<file path="src/rtl/output_forward.sv">
// output_forward: output neuron MAC over N_HIDDEN hidden/weight beats with a saturating sum (optional bias via OUTPUT_FORWARD_BIAS_EN)
module output_forward #(
    parameter int N_HIDDEN  = 4,
    parameter int H_WIDTH   = 10,
    parameter int W_WIDTH   = 8,
    parameter int ACC_WIDTH = 23
) (
    input  logic                 clk_i,
    input  logic                 rst_i,
    input  logic                 start_i,
    input  logic                 clear_i,
    input  logic                 valid_i,
    input  logic [H_WIDTH-1:0]   hidden_val_i,
    input  logic [W_WIDTH-1:0]   w_i,
`ifdef OUTPUT_FORWARD_BIAS_EN
    input  logic [W_WIDTH-1:0]   bias_i,
`endif
    output logic                 ready_o,
    output logic                 busy_o,
    output logic [ACC_WIDTH-1:0] final_o,
    output logic                 done_o,
    output logic                 sat_o
);
    localparam int CW = $clog2(N_HIDDEN) + 1;

    typedef enum logic [1:0] {IDLE, ACCUM, DONE} state_t;

    state_t                       state;
    logic [ACC_WIDTH-1:0]         acc;
    logic [CW-1:0]                cnt;
    logic [H_WIDTH+W_WIDTH-1:0]   prod;
    logic [ACC_WIDTH:0]           sum;
    logic [ACC_WIDTH-1:0]         acc_nxt;
    logic [ACC_WIDTH-1:0]         acc_init;
    logic                         accept;
    logic                         last;

    assign prod    = hidden_val_i * w_i;
    assign sum     = {1'b0, acc} + (ACC_WIDTH+1)'(prod);
    assign acc_nxt = sum[ACC_WIDTH] ? '1 : sum[ACC_WIDTH-1:0];
    assign accept  = valid_i & ready_o;
    assign last    = cnt == CW'(N_HIDDEN - 1);
`ifdef OUTPUT_FORWARD_BIAS_EN
    assign acc_init = ACC_WIDTH'(bias_i);
`else
    assign acc_init = '0;
`endif

    // pass sequencing, accumulation and registered handshake/status outputs
    always_ff @(posedge clk_i or negedge rst_i) begin
        if (!rst_i) begin
            state   <= IDLE;
            acc     <= '0;
            cnt     <= '0;
            final_o <= '0;
            done_o  <= 1'b0;
            sat_o   <= 1'b0;
            ready_o <= 1'b0;
            busy_o  <= 1'b0;
        end else if (clear_i) begin
            state   <= IDLE;
            acc     <= '0;
            cnt     <= '0;
            done_o  <= 1'b0;
            ready_o <= 1'b0;
            busy_o  <= 1'b0;
        end else begin
            case (state)
                IDLE: if (start_i) begin
                    state   <= ACCUM;
                    acc     <= acc_init;
                    cnt     <= '0;
                    sat_o   <= 1'b0;
                    ready_o <= 1'b1;
                    busy_o  <= 1'b1;
                end
                ACCUM: if (accept) begin
                    acc <= acc_nxt;
                    cnt <= cnt + 1'b1;
                    if (sum[ACC_WIDTH]) sat_o <= 1'b1;
                    if (last) begin
                        state   <= DONE;
                        final_o <= acc_nxt;
                        ready_o <= 1'b0;
                        done_o  <= 1'b1;
                    end
                end
                default: begin
                    state  <= IDLE;
                    done_o <= 1'b0;
                    busy_o <= 1'b0;
                end
            endcase
        end
    end
endmodule

</file>
<file path="config.mk">
export PLATFORM = sky130hd
export DESIGN_NAME = output_forward
export DESIGN_NICKNAME = d
export VERILOG_FILES = /design/src/rtl/output_forward.sv
export SDC_FILE = /design/constraint.sdc
export NUM_CORES = 1
export LEC_CHECK = 0
export ABC_AREA = 1
export ABC_CLOCK_PERIOD_IN_PS = 5800
export CORE_UTILIZATION = 60
export DETAILED_ROUTE_END_ITERATION = 12
export HOLD_SLACK_MARGIN = 0.06
export PLACE_DENSITY = 0.84
export SLEW_MARGIN = 20
export SYNTH_ARGS = -nofsm -noshare
export SYNTH_HDL_FRONTEND = slang
export SYNTH_SLANG_ARGS = --single-unit
</file>
<file path="constraint.sdc">
create_clock -name clk_i -period 5.8 [get_ports clk_i]
set_clock_uncertainty 0.2 [all_clocks]
set_input_delay 1.74 -clock clk_i [delete_from_list [all_inputs] [get_ports clk_i]]
set_output_delay 1.74 -clock clk_i [all_outputs]
set_load 0.01 [all_outputs]
</file>
==> results.tsv <==
metric	value	unit
hold_viol	0	
finalMaxSlewViolations	0	
min_path_cells	2	
pre_cts_ws	-0.717	ns
n_antenna_cell	0	
die_area	0.0105	sq mm
drc	0	
ys.flops	55	
grt_overflow	0	
hold_buffers	0	
post-route-util	75.6	%
nClkBuffers	5	
synth_chip_area	0.00603	sq mm
grt_max_degree	56	
timing.rr.start	acc[6]	
comb_cells	535	
top_cells_by_area	dfrtp_1 (23%), fa_1 (21%), nand2_1 (18%)	
status	completed	
root_buffer	clkbuf_8	
fin_nets	1087	
regArea	0.00138	sq mm
place_congestion	0.983	
worstReg2RegEnd	final_o[5]	
largest_class	logic gates	
yosysUniqueCellTypes	31	
syn_inst	848	
clk_pin_slew	0.11	ns
warnings	26	
cp.arrival	5.64	ns
reg2reg_depth	17	
signal_buffers	128	
comb_area_share	52.2	%
[report_power, final]
| part | internal, mW | switching, mW |
|---|---|---|
| clock | 0.0890 | 0.135 |
| sequential | 0.421 | 0.0258 |
| combinational | 1.35 | 1.76 |
| total | 1.86 | 1.92 |
[cells in the mapped netlist]
cell type / number
o21ai_0: 24
nor2_2: 3
nand2_1: 291
clkbuf_1: 19
nand3_1: 19
or2_2: 1
inv_1: 228
o21ai_1: 9
o21bai_1: 2
xor2_1: 8
ha_1: 45
inv_2: 1
a31oi_1: 1
a22o_1: 1
buf_4: 1
buf_1: 3
o21a_1: 1
clkinv_1: 1
nand4_1: 2
o22ai_1: 6
fa_1: 64
nand3_2: 6
buf_2: 5
nor2_1: 30
nand3b_1: 1
and2_1: 1
dfrtp_1: 55
nand2_2: 4
buf_6: 1
nor3_1: 3
a21oi_1: 12
[cells in the final DEF (no fill, tap or decap), types with 16 or more instances in the layout]
cell type,netlist,layout
fa_1,64,62
nand2_2,4,19
clkdlybuf4s50_1,0,30
nor2_1,30,24
nand3_1,19,17
ha_1,45,40
o21ai_0,24,16
o21ai_1,9,17
inv_1,228,226
buf_4,1,74
nand2_1,291,274
dfrtp_1,55,55
[critical path, delay by kind of cell]
family | cells | cell delay [ns]
compound gates | 3 | 0.42
buf+inv | 6 | 0.73
fa+ha+maj | 5 | 2.22
simple gates | 5 | 0.52
[kinds of logic after synthesis]
family / synth area share, %
AND-OR/OR-AND: 4.98
XOR/XNOR: 1.16
flip-flops: 22.8
adder cells (fa/ha/maj): 30.6
buffers and inverters: 16.4
AND/OR/NAND/NOR: 24.1
[layer usage]
| metal | GRT usage [%] | wire [microns] |
|---|---|---|
| met5 | 0 | 0 |
| met4 | 7.58 | 440 |
| met3 | 2.87 | 717 |
| met2 | 51.3 | 7340 |
| met1 | 37.3 | 5980 |
Figure 1. Placed cells, one colour a class.
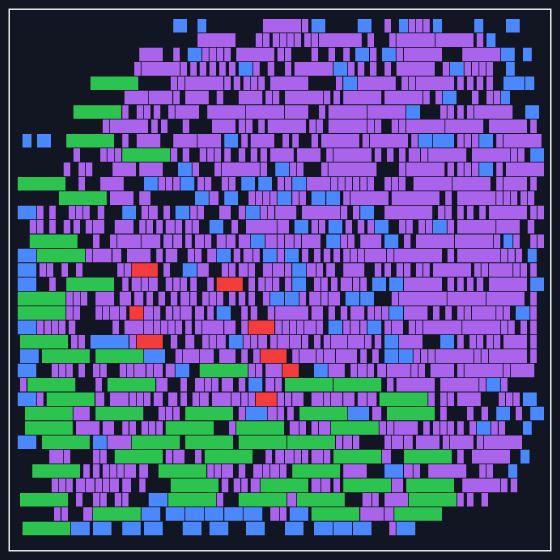
- remaining logic cells: purple (cells 765)
- registers: green (cells 55)
- remaining buffers and delay cells: blue (cells 128)
- clock drivers and dummy loads: red (cells 8)

Figure 2. Clock routing.
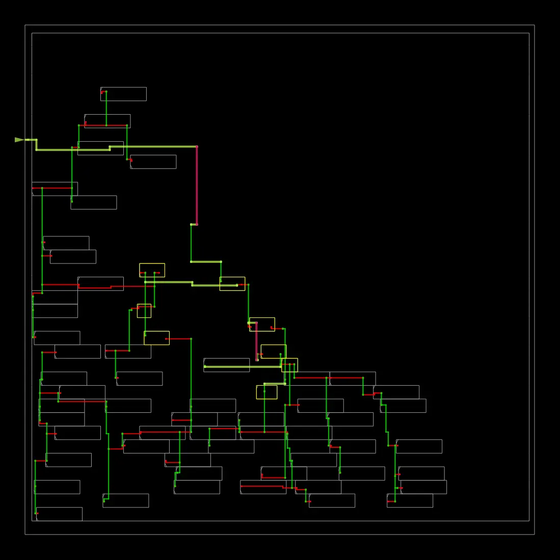
Clk power: 0.224 mW
registers: 55
Sink Count: 55

Figure 3. PDN straps and rails.
Scale bar: 20 microns. Pins as bars on the die edge.
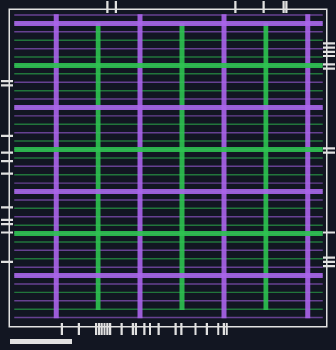
- VSS: purple
- VDD: green
- rows: 36
- met4 straps: 7
- met5 straps: 7

Figure 4. Clock network drawn from the DEF.
Scale bar: 20 microns.
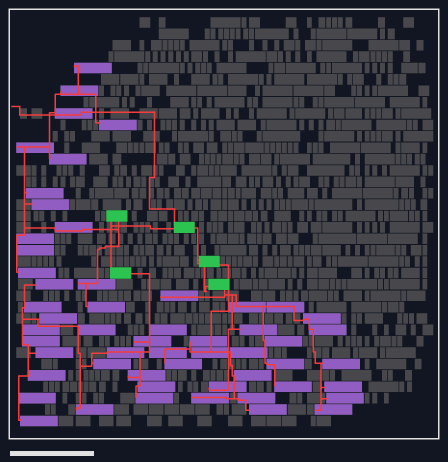
- flip-flops: purple (count 55)
- clock-net drivers: green (count 5)
- clock wires: red (length 613 microns)
- routed clock nets: 6

No activity file was given, so power comes from the tool's default toggle rates.
